$ cat config.mk
export PLATFORM = sky130hd
export DESIGN_NAME = matmul_tile_scheduler
export DESIGN_NICKNAME = d
export VERILOG_FILES = /design/src/rtl/matmul_pkg.sv /design/src/rtl/tile_index_counter.sv /design/src/rtl/matmul_tile_scheduler.sv
export SDC_FILE = /design/constraint.sdc
export NUM_CORES = 1
export LEC_CHECK = 0
export ABC_AREA = 1
export ABC_CLOCK_PERIOD_IN_PS = 4300
export CELL_PAD_IN_SITES_DETAIL_PLACEMENT = 1
export CELL_PAD_IN_SITES_GLOBAL_PLACEMENT = 1
export CORE_UTILIZATION = 41
export CTS_BUF_LIST = sky130_fd_sc_hd__clkbuf_16
export CTS_CLUSTER_SIZE = 28
export DETAILED_ROUTE_END_ITERATION = 10
export GPL_ROUTABILITY_DRIVEN = 0
export PLACE_DENSITY_LB_ADDON = 0.1
export SYNTH_ARGS = -nofsm -noshare
export SYNTH_HDL_FRONTEND = slang
export SYNTH_HIERARCHICAL = 1
export SYNTH_SLANG_ARGS = --single-unit
export TNS_END_PERCENT = 30
$ cat constraint.sdc
create_clock -name clk -period 4.3 [get_ports clk]
set_clock_uncertainty 0.2 [all_clocks]
set_input_delay 1.075 -clock clk [delete_from_list [all_inputs] [get_ports clk]]
set_output_delay 1.075 -clock clk [all_outputs]
set_load 0.02 [all_outputs]
$ cat src/rtl/matmul_pkg.sv
// Shared definitions for the matmul scheduler and core array: FSM state
// encoding and helpers that derive block counts and index widths.
package matmul_pkg;

  typedef enum logic [2:0] {
    StIdle,
    StLoad,
    StRun,
    StClear,
    StDrain,
    StFin
  } sched_state_e;

  // Number of whole blocks along a dimension; zero block size yields zero.
  function automatic int unsigned calc_blocks(input int unsigned dim, input int unsigned blk);
    return (blk == 0) ? 0 : dim / blk;
  endfunction

  // Index width for a counter over n values, never narrower than one bit.
  function automatic int unsigned idx_width(input int unsigned n);
    return (n > 1) ? $clog2(n) : 1;
  endfunction

endpackage

$ cat src/rtl/tile_index_counter.sv
// Nested k/col/row block counter for the tile scheduler. Keeps running K*row
// and K*col bases as registers (stepped by K on every row/col change) so the
// block addresses need only an adder. Addresses are registered from the
// next-state indices so they are valid in the same cycle as the new indices.
module tile_index_counter import matmul_pkg::*; #(
  parameter int unsigned K          = 32,
  parameter int unsigned R          = 8,
  parameter int unsigned C          = 5,
  parameter int unsigned ADDR_WIDTH = 16,
  parameter int unsigned KW         = idx_width(K),
  parameter int unsigned RW         = idx_width(R),
  parameter int unsigned CW         = idx_width(C)
) (
  input  logic                  clk,
  input  logic                  rst,
  input  logic                  clear_i,
  input  logic                  k_inc_i,
  input  logic                  tile_adv_i,
  output logic                  k_last_o,
  output logic                  tile_last_o,
  output logic [RW-1:0]         row_o,
  output logic [CW-1:0]         col_o,
  output logic [ADDR_WIDTH-1:0] addr_a_o,
  output logic [ADDR_WIDTH-1:0] addr_b_o
);

  logic [KW-1:0]         k_q, k_d;
  logic [RW-1:0]         row_q, row_d;
  logic [CW-1:0]         col_q, col_d;
  logic [ADDR_WIDTH-1:0] row_base_q, row_base_d;
  logic [ADDR_WIDTH-1:0] col_base_q, col_base_d;
  logic [ADDR_WIDTH-1:0] addr_a_q, addr_a_d;
  logic [ADDR_WIDTH-1:0] addr_b_q, addr_b_d;
  logic                  row_last, col_last;

  assign row_last = (row_q == RW'(R - 1));
  assign col_last = (col_q == CW'(C - 1));

  // Next-state of the nested counters and their K-scaled bases.
  always_comb begin
    k_d        = k_q;
    row_d      = row_q;
    col_d      = col_q;
    row_base_d = row_base_q;
    col_base_d = col_base_q;
    if (clear_i) begin
      k_d        = '0;
      row_d      = '0;
      col_d      = '0;
      row_base_d = '0;
      col_base_d = '0;
    end else if (tile_adv_i) begin
      k_d = '0;
      if (col_last) begin
        col_d      = '0;
        col_base_d = '0;
        if (row_last) begin
          row_d      = '0;
          row_base_d = '0;
        end else begin
          row_d      = row_q + 1'b1;
          row_base_d = row_base_q + ADDR_WIDTH'(K);
        end
      end else begin
        col_d      = col_q + 1'b1;
        col_base_d = col_base_q + ADDR_WIDTH'(K);
      end
    end else if (k_inc_i) begin
      k_d = k_q + 1'b1;
    end
    addr_a_d = ADDR_WIDTH'(k_d) + row_base_d;
    addr_b_d = ADDR_WIDTH'(k_d) + col_base_d;
  end

  // Counter and address registers.
  always_ff @(posedge clk) begin
    if (rst) begin
      k_q        <= '0;
      row_q      <= '0;
      col_q      <= '0;
      row_base_q <= '0;
      col_base_q <= '0;
      addr_a_q   <= '0;
      addr_b_q   <= '0;
    end else begin
      k_q        <= k_d;
      row_q      <= row_d;
      col_q      <= col_d;
      row_base_q <= row_base_d;
      col_base_q <= col_base_d;
      addr_a_q   <= addr_a_d;
      addr_b_q   <= addr_b_d;
    end
  end

  assign k_last_o    = (k_q == KW'(K - 1));
  assign tile_last_o = row_last && col_last;
  assign row_o       = row_q;
  assign col_o       = col_q;
  assign addr_a_o    = addr_a_q;
  assign addr_b_o    = addr_b_q;

endmodule

$ cat src/rtl/matmul_tile_scheduler.sv
// Tile scheduler for the systolic matmul datapath: walks C tiles row-major,
// steps through the K inner blocks of each, issues A/B block addresses and
// drives the cores' systolic and accumulator resets.
// Optional feature macro: MATMUL_SCHED_PERF_EN adds perf_cycles/perf_stall.
module matmul_tile_scheduler import matmul_pkg::*; #(
  parameter int unsigned BLOCK_SIZE      = 2,
  parameter int unsigned INNER_DIMENSION = 64,
  parameter int unsigned ROW_SIZE_MAT_A  = 16,
  parameter int unsigned COL_SIZE_MAT_B  = 10,
  parameter int unsigned ADDR_WIDTH      = 16
) (
  input  logic                  clk,
  input  logic                  rst,
  input  logic                  start,
  output logic                  busy,
  output logic                  done,
  output logic                  addr_valid,
  input  logic                  addr_ready,
  output logic [ADDR_WIDTH-1:0] addr_a,
  output logic [ADDR_WIDTH-1:0] addr_b,
  output logic                  core_rst_n,
  output logic                  core_reset_acc,
  input  logic                  systolic_finish,
  input  logic                  accumulator_done,
  output logic                  tile_valid,
  output logic [idx_width(calc_blocks(ROW_SIZE_MAT_A, BLOCK_SIZE))-1:0] tile_row,
  output logic [idx_width(calc_blocks(COL_SIZE_MAT_B, BLOCK_SIZE))-1:0] tile_col
`ifdef MATMUL_SCHED_PERF_EN
  ,
  output logic [31:0]           perf_cycles,
  output logic [31:0]           perf_stall
`endif
);

  localparam int unsigned K  = calc_blocks(INNER_DIMENSION, BLOCK_SIZE);
  localparam int unsigned R  = calc_blocks(ROW_SIZE_MAT_A, BLOCK_SIZE);
  localparam int unsigned C  = calc_blocks(COL_SIZE_MAT_B, BLOCK_SIZE);
  localparam int unsigned RW = idx_width(R);
  localparam int unsigned CW = idx_width(C);
  localparam longint unsigned MaxBlocks = (R > C) ? longint'(R) * K : longint'(C) * K;

  if (BLOCK_SIZE < 1 || (INNER_DIMENSION % BLOCK_SIZE) != 0 ||
      (ROW_SIZE_MAT_A % BLOCK_SIZE) != 0 || (COL_SIZE_MAT_B % BLOCK_SIZE) != 0 ||
      K < 1 || R < 1 || C < 1) begin : g_bad_dims
    $fatal(1, "matmul_tile_scheduler: illegal matrix/block dimensions");
  end
  if (ADDR_WIDTH < 1 || ADDR_WIDTH > 32 ||
      MaxBlocks > (64'd1 << ADDR_WIDTH)) begin : g_bad_addr
    $fatal(1, "matmul_tile_scheduler: ADDR_WIDTH too narrow for block indices");
  end

  sched_state_e    state_q;
  logic            cnt_clear, cnt_k_inc, cnt_tile_adv;
  logic            k_last, tile_last;
  logic [RW-1:0]   row;
  logic [CW-1:0]   col;

  // Counter strobes decoded from state and the core status levels.
  always_comb begin
    cnt_clear    = 1'b0;
    cnt_k_inc    = 1'b0;
    cnt_tile_adv = 1'b0;
    case (state_q)
      StIdle:  cnt_clear = start;
      StRun: begin
        if (systolic_finish) begin
          if (!k_last) cnt_k_inc = 1'b1;
          else         cnt_tile_adv = accumulator_done;
        end
      end
      StDrain: cnt_tile_adv = accumulator_done;
      default: ;
    endcase
  end

  tile_index_counter #(
    .K          (K),
    .R          (R),
    .C          (C),
    .ADDR_WIDTH (ADDR_WIDTH),
    .KW         (idx_width(K)),
    .RW         (RW),
    .CW         (CW)
  ) u_idx (
    .clk         (clk),
    .rst         (rst),
    .clear_i     (cnt_clear),
    .k_inc_i     (cnt_k_inc),
    .tile_adv_i  (cnt_tile_adv),
    .k_last_o    (k_last),
    .tile_last_o (tile_last),
    .row_o       (row),
    .col_o       (col),
    .addr_a_o    (addr_a),
    .addr_b_o    (addr_b)
  );

  // Scheduler FSM with registered control outputs.
  always_ff @(posedge clk) begin
    if (rst) begin
      state_q        <= StIdle;
      busy           <= 1'b0;
      done           <= 1'b0;
      addr_valid     <= 1'b0;
      core_rst_n     <= 1'b0;
      core_reset_acc <= 1'b1;
      tile_valid     <= 1'b0;
      tile_row       <= '0;
      tile_col       <= '0;
    end else begin
      done       <= 1'b0;
      tile_valid <= 1'b0;
      case (state_q)
        StIdle: begin
          if (start) begin
            state_q        <= StLoad;
            busy           <= 1'b1;
            addr_valid     <= 1'b1;
            core_reset_acc <= 1'b1;
          end
        end
        StLoad: begin
          if (addr_ready) begin
            state_q        <= StRun;
            addr_valid     <= 1'b0;
            core_rst_n     <= 1'b1;
            core_reset_acc <= 1'b0;
          end
        end
        StRun: begin
          if (systolic_finish) begin
            core_rst_n <= 1'b0;
            state_q    <= k_last ? StDrain : StClear;
          end
        end
        StClear: begin
          // Accumulator kept (core_reset_acc stays low): next inner block adds on.
          state_q    <= StLoad;
          addr_valid <= 1'b1;
        end
        StDrain: ;
        StFin: begin
          state_q        <= StIdle;
          done           <= 1'b1;
          busy           <= 1'b0;
          core_reset_acc <= 1'b1;
        end
        default: state_q <= StIdle;
      endcase
      // Tile completion overrides the per-state next state above.
      if (cnt_tile_adv) begin
        tile_valid <= 1'b1;
        tile_row   <= row;
        tile_col   <= col;
        core_rst_n <= 1'b0;
        if (tile_last) begin
          state_q <= StFin;
        end else begin
          state_q        <= StLoad;
          addr_valid     <= 1'b1;
          core_reset_acc <= 1'b1;
        end
      end
    end
  end

`ifdef MATMUL_SCHED_PERF_EN
  // Saturating busy-cycle and address-stall counters, cleared per run.
  always_ff @(posedge clk) begin
    if (rst || (state_q == StIdle && start)) begin
      perf_cycles <= '0;
      perf_stall  <= '0;
    end else begin
      if (busy && perf_cycles != '1) perf_cycles <= perf_cycles + 1'b1;
      if (state_q == StLoad && !addr_ready && perf_stall != '1) perf_stall <= perf_stall + 1'b1;
    end
  end
`endif

endmodule

Figure 1. Where the registers sit (run 1).
Other sequential cells in the stronger gray, the rest of the logic in the fainter gray.
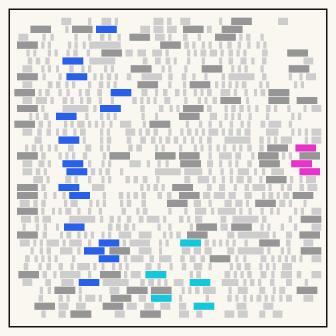
cyan -> `u_idx/k_q`  # placed flops 5, where south
magenta -> `tile_col`  # placed flops 3
blue -> `u_idx/col_base_q`  # placed flops 16
not colored = 66
Storage cell area: 0.00180 mm²
Layout Utilization: 52.0%
sequential cell power: 924 µW

Figure 2. Port wiring (run 1).
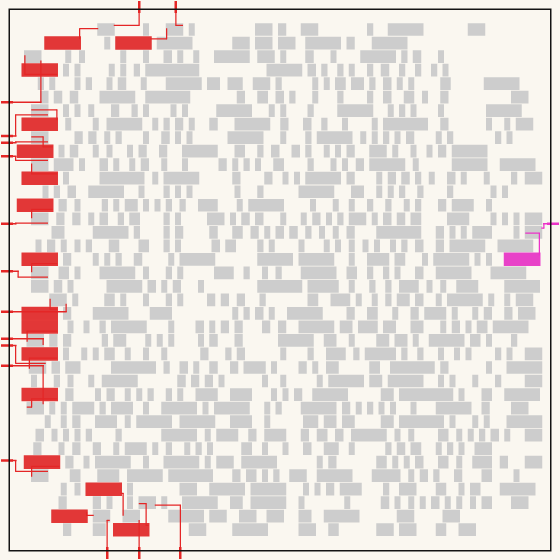
red -> `addr_b`  # bits 16, direction output, edge 11 west, 3 south, 2 north, end cells 16, buffers 16, wire 249 µm
magenta -> `tile_valid`  # bits 1, direction output, edge east, end cells 1, buffers 1, wire 9.20 µm
PortBufs: 49
I/O pins: 50

==> impl_metrics.csv, run 1 <==
group,metric,value,unit
clock_network,numCtsBuffers,9,
floorplanning,die_y,109,µm
timing,rsz0062_at_grt,"no",
synthesis,synth_seq_share,38.6,%
grt,grt_pass1_wl,21900,µm
synthesis,ys_seq_elements,90,
setup_path,cp.buffers_inverters,3,
run_status,status,"complete, no violations",
power,p_leak,0.00256,µW
synthesis,syn-num-nets,702,
floorplanning,dieArea,0.0118,mm²
setup_path,rr_worst_depth,22,
timing,maxSlewHeadroom,46.3,%
setup_path,path_cells,"clkdlybuf4s50_1 -> nand3_1 -> o21ai_4 -> nand3_4 -> nor2_2 -> nor2_4 -> inv_1 -> nor2_1 -> ha_1 -> fa_1 -> nand3_1 -> nand2_1 -> nand2_1 -> nand2_1 -> nand3_1 -> nor2_1 -> nand3_1 -> nand2_1 -> nand2_1 -> inv_1",
timing,maxSlewViolCount,0,
timing,timing.hold.ws,242,ps
cells_and_area,finalInstanceArea,0.00571,mm²
floorplanning,rows,38,
placement,dp_hpwl,9600,µm
clock_network,cts_tree,"done",
setup_path,critPathKind,"in2reg",
clock_network,cts_setup_buffers,0,
placement,dpl_cell_area,0.00540,mm²
grt,met2_usage,43.0,%
synthesis,dominantRegCellSynth,"dfxtp_1",
grt,grt_pass1_vias,4811,
clock_network,clkSinkCount,90,
run,openroad.warnings,27,
drt,viasPerCell,5.10,
grt,grt_usage,23.9,%
synthesis,syn_inst,676,
synthesis,top_cells_by_count,"163 x nand2_1, 107 x nor2_1, 90 x dfxtp_1",
run,cap_viol_max_count,0,
grt,grt-ovfl-total,0,
drt,drt_iter0_markers,119,
timing,min_period,3990,ps
cells_and_area,nNetsFinal,768,
grt,antenna_found_initial,0,
synthesis,synthTopCellsByArea,"dfxtp_1 39%, nand2_1 13%, nor2_1 8.6%",
power,p_per_area,416,mW/mm²
timing,fmax,251,MHz
synthesis,synth_top_cell_by_area,"dfxtp_1",
setup_path,r2r_start,"u_idx/k_q[0]",
drt,wl_met2,6570,µm
drt,drt-met1-wl,5710,µm
drt,drcViolationCount,0,
setup_path,crit_slowest_cell,"clkdlybuf4s50_1",
grt,grtUsageMet1,27.8,%
synthesis,synth_stat.cells,676,
setup_path,r2r-end,"u_idx/addr_b_o[13]",
clock_network,root_buffer,"clkbuf_16",
clock_network,ctsResizeCount,0,
worst_hold_path,hold_class,"reg2reg",
drt,ant_nets,0,
floorplanning,fp_util,42.5,%
setup_path,start_kind,"primary input",
synthesis,ys_chip_area,0.00466,mm²
timing,fin_crit_sh,92.7,%
timing,tightest_slew,800,ps
setup_path,cp-startpoint,"systolic_finish",
cells_and_area,area_growth,22.5,%
setup_path,end_kind,"flop",
setup_path,cp.depth,20,
clock_network,clk_pin_slew_worst_paths,60,ps
drt,met3WireLength,226,µm
clock_network,clock_latency,340,ps
worst_hold_path,hold_path_depth,2,
grt,grt.busiest_layer,"met2",
setup_path,endpoint,"u_idx/addr_a_o[14]",
timing,setup_viol,0,
floorplanning,core,0.0110,mm²
floorplanning,die_x,109,µm
setup_path,rrSetupSlack,530,ps
synthesis,edf_count,0,
synthesis,avgSynthCellArea,6.90,µm²
clock_network,clk_path_buf_depth,2,
timing,hold_viol,0,
power,ir_drop,0.253,mV
synthesis,yosysWarnings,6,
drt,avgRoutedWirePerCell,14.5,µm
worst_hold_path,hold_start,"u_idx/col_base_q[0]",
setup_path,cp_max_fo,5,
drt,routed.top_layer,"met4",
cells_and_area,diodes,0,
synthesis,syn_area,0.00466,mm²
drt,firstDrtPassIters,4,
clock_network,cts_hold_buf,0,
clock_network,h-tree-depth,3,
worst_hold_path,hold_end,"u_idx/col_base_q[0]",
setup_path,crit_top_cell,"nand2_1",
synthesis,async_flop_share,0,%
setup_path,crit_family,"simple AND/OR/NAND/NOR gates",
cells_and_area,drive_gt1_share,10.8,%
grt,grt_max_degree,37,
synthesis,synth_cell_types,39,
synthesis,yosysMostFrequentCell,"nand2_1",
setup_path,cp_data_required_time,4340,ps
synthesis,synth.top_cell.area_share,38.6,%
Figure 3. M3 wires (run 1).
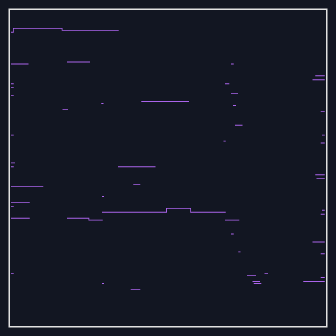
wire length on this layer = 227 µm
nets with wire on the layer = 36
longest straight run = 22.1 µm
main direction = horizontal
share of all routed wire = 1.8%
met3 usage: 3.53%
Routed WL: 12,800 µm
vias: 4,521

## run 1: power breakdown
group	switching, µW	internal (µW)	leakage [µW]
clock	332	503	0.000154
sequential	45.2	879	0.000726
combinational	404	212	0.00168
## run 1: layout make-up
class | instances | area (µm²)
Clock buffer | 9 | 225
Clock inverter | 7 | 85.1
Fill cell | 1440 | 5270
Inverter | 95 | 363
Multi-Input combinational cell | 481 | 2450
Sequential cell | 90 | 1800
Tap cell | 140 | 175
Timing Repair Buffer | 65 | 611
## run 1: cell usage in the layout (no fill, tap or decap), drive strengths merged, types with 6 or more instances in the layout
master	netlist	final
nand2	174	174
nor2	125	125
inv	92	93
dfxtp	90	90
nand3	58	58
clkdlybuf4s50	0	49
a21oi	41	41
o21ai	25	25
ha	18	18
buf	6	16
nor3	15	15
clkbuf	4	9
nand4	8	8
clkinv	3	6
## run 1: kinds of logic (layout without fill, tap and decap cells)
| group | count (synthesis) | after routing | share of synthesized area, % |
|---|---|---|---|
| flops | 90 | 90 | 38.6 |
| fa+ha+maj | 20 | 20 | 5.69 |
| buf+inv | 105 | 176 | 8.88 |
| xor+xnor | 3 | 3 | 0.564 |
| compound gates | 72 | 72 | 8.32 |
| simple gates | 386 | 386 | 37.9 |
## run 1: stage by stage
step / total power, µW / util [%] / instances / TNS, ps / setup WS [ps]
finish: 2370 / 52.0 / 887 / 0 / 312
floorplan: 1320 / - / 676 / 0 / 345
CTS: 2400 / 52.0 / 887 / 0 / 284
global placement: 1530 / 49.1 / 871 / 0 / 70.4
global route: 2500 / 52.0 / 887 / 0 / 59.4
detailed placement: 1550 / 49.1 / 871 / -199 / -65.1
## run 1: tightest hold or removal path, delay by kind of cell, from the launching register on
family | cells | cell delay (ps)
DFF | 1 | 300
and+or+nand+nor | 1 | 40
buffers and inverters | 1 | 60
--- run 2 (diff from run 1) ---
CAP_MARGIN = 10   (was unset)
Figure 4. Routed metal per tile (run 2).
22 x 22 tiles, from black (low) to pale yellow (high), scaled to the fullest tile. Values are wire area over tile area, all layers added.
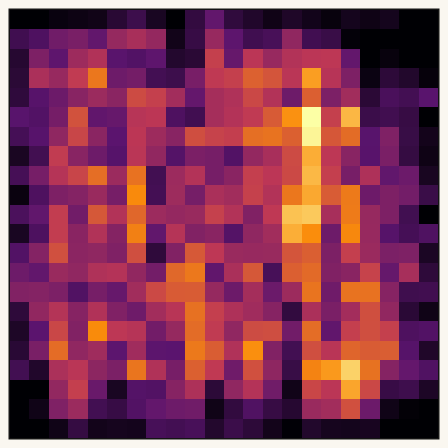
emptiest ninth of the die = north-east
mean over tiles = 0.17
tiles over half the peak = 23%
fullest tile = 0.48
nearly empty tiles = 5.6%
GRT Total Usage: 23.9%
Avg WL per Cell: 14.5 µm

==> run 2 against run 1 <==
Clock power is essentially flat. Critical path depth did not move. Setup slack stayed put. Non-clock buffer count stayed put. Worst hold slack is the same. Clock-buffer cell count stayed put. Synthesized cell count unchanged. Sequential power about the same. Power unchanged. Combinational power about the same. First-iteration DRC count stayed put. Highest routed layer unchanged.
==> impl_metrics.csv, run 2 <==
group,metric,value,unit
synthesis,syn_inst,676,
cells_and_area,finalInstanceArea,0.00571,mm²
run_status,status,"complete, no violations",
clock_network,clk_path_buf_depth,2,
cells_and_area,mostFrequentLayoutCell,"nand2_1",
setup_path,cp.buffers_inverters,3,
cells_and_area,fin_util,52.0,%
synthesis,ys_chip_area,0.00466,mm²
cells_and_area,final_cell_mix,"163 x nand2_1, 106 x nor2_1, 90 x dfxtp_1",
floorplanning,io_pins,50,
drt,wl,12800,µm
drt,firstDrtPassIters,4,
power,p_per_area,416,mW/mm²
placement,dp_slack,-65.1,ps
synthesis,synthTopCellsByArea,"dfxtp_1 39%, nand2_1 13%, nor2_1 8.6%",
synthesis,avgSynthCellArea,6.90,µm²
setup_path,crit_top_cell,"nand2_1",
setup_path,critPathKind,"in2reg",
clock_network,root_buffer,"clkbuf_16",
drt,ant_nets,0,
setup_path,path_cells,"clkdlybuf4s50_1 -> nand3_1 -> o21ai_4 -> nand3_4 -> nor2_2 -> nor2_4 -> inv_1 -> nor2_1 -> ha_1 -> fa_1 -> nand3_1 -> nand2_1 -> nand2_1 -> nand2_1 -> nand3_1 -> nor2_1 -> nand3_1 -> nand2_1 -> nand2_1 -> inv_1",
timing,tightest_slew,800,ps
clock_network,clk_pin_slew_worst_paths,60,ps
setup_path,end_kind,"flop",
drt,drcViolationCount,0,
run,openroad.warnings,27,
timing,fin_crit_sh,92.7,%
synthesis,synth.top_cell.area_share,38.6,%
cells_and_area,mi_logic_area,0.00245,mm²
setup_path,cp_max_fo,5,
floorplanning,die_x,109,µm
grt,grt_pass1_vias,4811,
synthesis,synth_cell_types,39,
clock_network,h-tree-depth,3,
cells_and_area,nNetsFinal,768,
floorplanning,core,0.0110,mm²
grt,antenna_found_initial,0,
run,cap_viol_max_count,0,
setup_path,crit_arrival,4030,ps
synthesis,dominantRegCellSynth,"dfxtp_1",
synthesis,yosysWarnings,6,
clock_network,cts_tree,"done",
setup_path,start_kind,"primary input",
grt,grt-ovfl-total,0,
timing,setup_viol,0,
placement,dpl_cell_area,0.00540,mm²
grt,grt_pass1_wl,21900,µm
timing,rsz0062_at_grt,"no",
setup_path,cp_data_required_time,4340,ps
setup_path,crit_family,"simple AND/OR/NAND/NOR gates",
cells_and_area,diodes,0,
clock_network,clkSinkCount,90,
worst_hold_path,hold_class,"reg2reg",
synthesis,edf_count,0,
cells_and_area,area_growth,22.5,%
floorplanning,dieArea,0.0118,mm²
synthesis,syn-num-nets,702,
setup_path,crit_slowest_cell,"clkdlybuf4s50_1",
clock_network,numCtsBuffers,9,
synthesis,top_cells_by_count,"163 x nand2_1, 107 x nor2_1, 90 x dfxtp_1",
timing,tns,0,ps
timing,timing.hold.ws,242,ps
power,p_leak,0.00256,µW
timing,setup_slack,312,ps
cells_and_area,nFillCells,1440,
power,total_power,2370,µW
placement,dp_hpwl,9600,µm
floorplanning,rows,38,
synthesis,async_flop_share,0,%
placement,dp_cells,871,
setup_path,max_stage_delay,520,ps
floorplanning,die_y,109,µm
synthesis,yosysMostFrequentCell,"nand2_1",
timing,maxSlewViolCount,0,
timing,hold_viol,0,
timing,min_period,3990,ps
drt,vias,4521,
cells_and_area,seq_area,0.00180,mm²
placement,portBuffers,49,
cells_and_area,drive_gt1_share,10.8,%
drt,drt_iter0_markers,119,
synthesis,synth_top_cell_by_area,"dfxtp_1",
clock_network,clock_latency,340,ps
cells_and_area,final_cell_count_no_fill,887,
synthesis,synth_seq_share,38.6,%
drt,viasPerCell,5.10,
timing,maxSlewHeadroom,46.3,%
synthesis,ys_seq_elements,90,
synthesis,synth_stat.cells,676,
power,ir_drop,0.253,mV
floorplanning,fp_util,42.5,%
grt,grt_max_degree,37,
timing,fmax,251,MHz
synthesis,syn_area,0.00466,mm²
==> run 2: cell counts after synthesis <==
No cell type changed its count.
==> run 2: tightest hold or removal path, delay by kind of cell, from the launching register on <==
kind / cells / cell delay, ps
simple gates: 1 / 40
buf+inv: 1 / 60
flops: 1 / 300
==> run 2: cell families after synthesis <==
logic type      after synthesis  synth area share [%]
simple gates                386                  37.9
buf+inv                     105                  8.88
flops                        90                  38.6
xor+xnor                      3                 0.564
compound gates               72                  8.32
fa+ha+maj                    20                  5.69
==> run 2: final timing paths <==
check,startpoint,end,slack [ps],depth (start not counted)
setup / recovery,systolic_finish,u_idx/addr_a_o[14],310,20
hold / removal,u_idx/col_base_q[0],u_idx/col_base_q[0],240,2
setup reg to reg,u_idx/k_q[0],u_idx/addr_b_o[13],530,22
hold reg to reg,u_idx/col_base_q[0],u_idx/col_base_q[0],240,2
==> run 2: timing repair <==
| item | in CTS | in global routing |
|---|---|---|
| hold buffers | 0 | 0 |
| endpoints found under the setup margin | 0 | 2 |
| buffers inserted | 0 | 0 |
| gates resized | 0 | 1 |
| endpoints found under the hold margin | 0 | 0 |
==> run 2: routing by layer <==
metal / GRT usage (%) / wire [µm]
met5: 0 / 0
met4: 10.8 / 314
met3: 3.53 / 226
met2: 43.0 / 6570
met1: 27.8 / 5710
==> run 2: where the power goes <==
group	switching [µW]	leakage [µW]	internal, µW	total (µW)
sequential	45.2	0.000726	879	924
clock	332	0.000154	503	835
combinational	404	0.00168	212	615
==> run 2: area by class of cell <==
cell class                      count  share of cell area, %
Tap cell                          140                   3.07
Clock inverter                      7                   1.49
Timing Repair Buffer               65                   10.7
Inverter                           95                   6.35
Clock buffer                        9                   3.94
Sequential cell                    90                   31.6
Multi-Input combinational cell    481                   42.9
No activity file was given, so power comes from the tool's default toggle rates.
